`src/rtl/regfile_arbiter.sv`:
```
// regfile_arbiter: round-robin arbiter that gives two requesters (A, B) access
// to a register file with one write port and two read ports. Each granted
// op runs IDLE -> ISSUE -> STROBE -> ACK. Strobes, done pulses and read
// results all come from flops, so the register file never sees a glitching
// strobe.
// Timing: with the grant taken at edge N, done is high in the cycle that
// ends at edge N+3. The next grant can happen no earlier than edge N+4.
module regfile_arbiter (
   input  logic       clk,
   input  logic       rst,
   input  logic       req_a,
   input  logic       req_b,
   input  logic       wr_a,
   input  logic       wr_b,
   input  logic [2:0] addr1_a,
   input  logic [2:0] addr1_b,
   input  logic [2:0] addr2_a,
   input  logic [2:0] addr2_b,
   input  logic [7:0] wdata_a,
   input  logic [7:0] wdata_b,
   output logic       done_a,
   output logic       done_b,
   output logic [7:0] rdata1,
   output logic [7:0] rdata2,
   output logic [2:0] rf_read_address_1,
   output logic [2:0] rf_read_address_2,
   output logic [2:0] rf_write_address,
   output logic [7:0] rf_write_data,
   output logic       rf_read_enable,
   output logic       rf_write_enable,
   input  logic [7:0] rf_read_data_1,
   input  logic [7:0] rf_read_data_2
);

   typedef enum logic [1:0] {
      ST_IDLE   = 2'd0,
      ST_ISSUE  = 2'd1,
      ST_STROBE = 2'd2,
      ST_ACK    = 2'd3
   } state_t;

   state_t     r_state;
   state_t     w_state_next;

   // Op registers: written only at a grant edge and frozen for the rest of the op.
   logic       r_op_wr;
   logic [2:0] r_op_addr1;
   logic [2:0] r_op_addr2;
   logic [7:0] r_op_wdata;
   logic       r_win_b;     // the current op belongs to B
   logic       r_last_b;    // B was the last requester served

   logic       r_we;
   logic       r_re;
   logic       r_done_a;
   logic       r_done_b;
   logic [7:0] r_rdata1;
   logic [7:0] r_rdata2;

   logic       w_any_req;
   logic       w_pick_b;
   logic       w_grant;
   logic       w_we_next;
   logic       w_re_next;
   logic       w_done_a_next;
   logic       w_done_b_next;
   logic       w_capture;

   // Round-robin pick: a lone request wins; on a tie, the side not served last wins.
   always_comb begin
      w_any_req = req_a | req_b;
      w_pick_b  = req_b & (~req_a | ~r_last_b);
   end

   // Next-state and registered-output decode. Strobe and done values are
   // computed one state early so that they appear on flops on state entry.
   always_comb begin
      w_state_next  = r_state;
      w_grant       = 1'b0;
      w_we_next     = 1'b0;
      w_re_next     = 1'b0;
      w_done_a_next = 1'b0;
      w_done_b_next = 1'b0;
      w_capture     = 1'b0;
      case (r_state)
         ST_IDLE: begin
            if (w_any_req) begin
               w_grant      = 1'b1;
               w_state_next = ST_ISSUE;
            end
         end
         ST_ISSUE: begin
            w_we_next    = r_op_wr;
            w_re_next    = ~r_op_wr;
            w_state_next = ST_STROBE;
         end
         ST_STROBE: begin
            w_done_a_next = ~r_win_b;
            w_done_b_next = r_win_b;
            w_capture     = ~r_op_wr;
            w_state_next  = ST_ACK;
         end
         ST_ACK: begin
            w_state_next = ST_IDLE;
         end
         default: begin
            w_state_next = ST_IDLE;
         end
      endcase
   end

   // State register.
   always_ff @(posedge clk) begin
      if (rst) begin
         r_state <= ST_IDLE;
      end else begin
         r_state <= w_state_next;
      end
   end

   // Latch the winner's op at the grant edge. After reset the last-served
   // pointer is B, so A wins the first tie.
   always_ff @(posedge clk) begin
      if (rst) begin
         r_op_wr    <= 1'b0;
         r_op_addr1 <= 3'd0;
         r_op_addr2 <= 3'd0;
         r_op_wdata <= 8'h00;
         r_win_b    <= 1'b0;
         r_last_b   <= 1'b1;
      end else if (w_grant) begin
         r_op_wr    <= w_pick_b ? wr_b    : wr_a;
         r_op_addr1 <= w_pick_b ? addr1_b : addr1_a;
         r_op_addr2 <= w_pick_b ? addr2_b : addr2_a;
         r_op_wdata <= w_pick_b ? wdata_b : wdata_a;
         r_win_b    <= w_pick_b;
         r_last_b   <= w_pick_b;
      end
   end

   // Strobes and done pulses. Reset drops them at once, which aborts an op
   // in flight without sending a done.
   always_ff @(posedge clk) begin
      if (rst) begin
         r_we     <= 1'b0;
         r_re     <= 1'b0;
         r_done_a <= 1'b0;
         r_done_b <= 1'b0;
      end else begin
         r_we     <= w_we_next;
         r_re     <= w_re_next;
         r_done_a <= w_done_a_next;
         r_done_b <= w_done_b_next;
      end
   end

   // Capture the read results at the edge that enters ACK, while the read
   // strobe is still high. Otherwise hold them.
   always_ff @(posedge clk) begin
      if (rst) begin
         r_rdata1 <= 8'h00;
         r_rdata2 <= 8'h00;
      end else if (w_capture) begin
         r_rdata1 <= rf_read_data_1;
         r_rdata2 <= rf_read_data_2;
      end
   end

   // Addresses and data come straight from the frozen op registers. They are
   // therefore stable from ISSUE through ACK and read as zero after reset.
   assign rf_write_address  = r_op_addr1;
   assign rf_read_address_1 = r_op_addr1;
   assign rf_read_address_2 = r_op_addr2;
   assign rf_write_data     = r_op_wdata;
   assign rf_write_enable   = r_we;
   assign rf_read_enable    = r_re;
   assign done_a            = r_done_a;
   assign done_b            = r_done_b;
   assign rdata1            = r_rdata1;
   assign rdata2            = r_rdata2;

endmodule
```
`config.mk`:
```
export PLATFORM = sky130hd
export DESIGN_NAME = regfile_arbiter
export DESIGN_NICKNAME = d
export VERILOG_FILES = /design/src/rtl/regfile_arbiter.sv
export SDC_FILE = /design/constraint.sdc
export NUM_CORES = 1
export LEC_CHECK = 0
export ABC_AREA = 1
export CAP_MARGIN = 0
export CORE_MARGIN = 2
export CORE_UTILIZATION = 39
export DETAILED_ROUTE_END_ITERATION = 7
export PLACE_DENSITY = 0.89
export SLEW_MARGIN = 20
export SYNTH_ARGS = -nofsm -noshare
export SYNTH_HDL_FRONTEND = slang
export SYNTH_SLANG_ARGS = --single-unit
```
`constraint.sdc`:
```
create_clock -name clk -period 1.3 [get_ports clk]
set_input_delay 0.195 -clock clk [delete_from_list [all_inputs] [get_ports clk]]
set_output_delay 0.195 -clock clk [all_outputs]
set_load 0.02 [all_outputs]
```
==> results.txt <==
Entry: Yosys synthesis followed by OpenROAD place and route.

Route:
- The run gives the uppermost layer routed as met4.
- The run puts the detailed-route vias per instance at ~4.5.
- The run gives the total detailed-routing wirelength as between 4000 and 5000 um.
- The run puts the count of vias placed by the detailed router at ~1700.
- The run puts the wire length on met1 at around 1800 um.

Cells and area:
- The run puts the area occupied by registers at a little under 800 um^2.
- The fraction of cell area in sequential cells is reported as 28.1%.
- The run puts the net count reported at finish at between 300 and 400.
- The run puts the count of inverters not on the clock network in the layout at 22.

Status:
- The flow ran to the end, and the final reports show no timing, DRC or antenna violations.

Critical path:
- The run gives the required time at the endpoint of the critical path as 1.48 ns.
- The run gives the classification of the worst setup path as reg2reg.

Yosys:
- The run puts the share of the yosys chip area belonging to registers at roughly 46%.
- The run gives the chip area in the Yosys report as approximately 1700 um^2.
- Yosys shows that the main logic family after synthesis is simple AND/OR/NAND/NOR gates.

Clock tree:
- Per the CTS log, the root buffer master is sky130_fd_sc_hd__clkbuf_8.

STA:
- The run gives the final period demand of the worst path as around 1.3 ns.
- After routing, the total negative slack on setup checks comes to 0 ns.

Floorplan:
- The run gives the overall die area as just under 5000 um^2.

Pwr:
- Registers are responsible for approximately a third of the overall power.
- The flow reported a cell area power density of 1910 nW/um^2.
- The run puts the power after layout at 5330 uW.

Placed design:
- The HPWL after detailed placement is 2910 um.
## flip-flops by register name (all words and copies together), names as in the netlist, 2 cells and up
name,flops
r_state,2
rf_read_address_2,3
rdata1,8
rf_read_address_1,3
rf_write_data,8
rdata2,8
## synthesized netlist by cell type (all sizes together)
| library cell | count | share of area, % |
|---|---|---|
| dfxtp | 39 | 46 |
| nand3 | 3 | 0.89 |
| nor2 | 81 | 19 |
| ha | 3 | 2.2 |
| and3 | 2 | 0.74 |
| o21ai | 33 | 10 |
| a21oi | 3 | 0.89 |
| buf | 11 | 5.3 |
| nand2 | 37 | 8.2 |
| inv | 22 | 4.9 |
| nor3 | 1 | 0.30 |
| clkbuf | 3 | 1.2 |
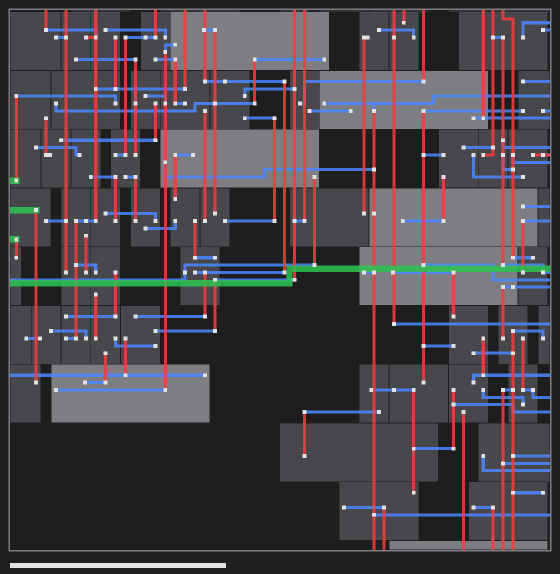
(a small window of the routed layout)
The bar under the picture is 10 um long. Region (5, 5) to (30, 30) um. Cells in grey, sequential cells in the stronger grey; small squares are vias.
| layer | colour |
|---|---|
| metal 1 | blue |
| metal 3 | green |
| metal 2 | red |
most frequent: nand2_1 (10), nor2_1 (9), clkdlybuf4s50_1 (7)
cells with their middle in the window: 51
netlist names of flops here include: rf_write_data (3), r_state (2)
sequential cells in the window: 6

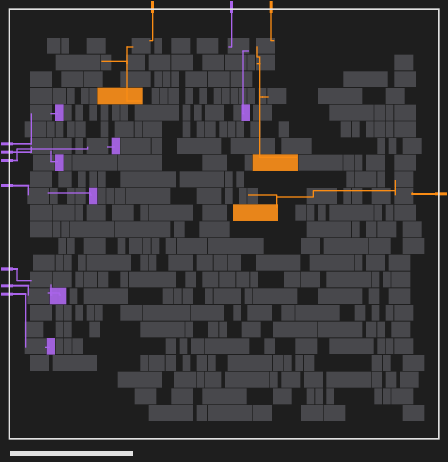
(wires at chosen ports, followed through buffers)
The bar under the picture is 20 um long.
| port | colour | bits | direction | end cells | buffers | wire |
|---|---|---|---|---|---|---|
| rf_read_address_1 | orange | 3 | output | 3 | 3 | 86.7 um |
| wdata_b | purple | 8 | input | 8 | 8 | 84.7 um |
ports placed on the boundary: 87
input/output buffers: 86

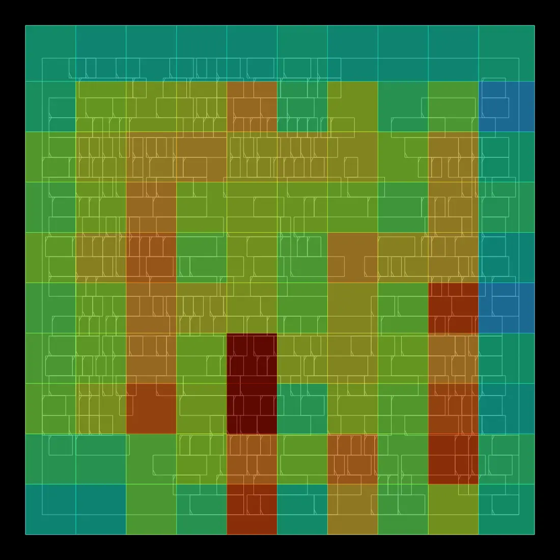
(track usage over the die)
met2 demand-to-capacity share in global routing: 31.0%
wire per inst: 11.0 um
routing layer with the top usage in global route: met2

Power is estimated from default activity; no workload was simulated.
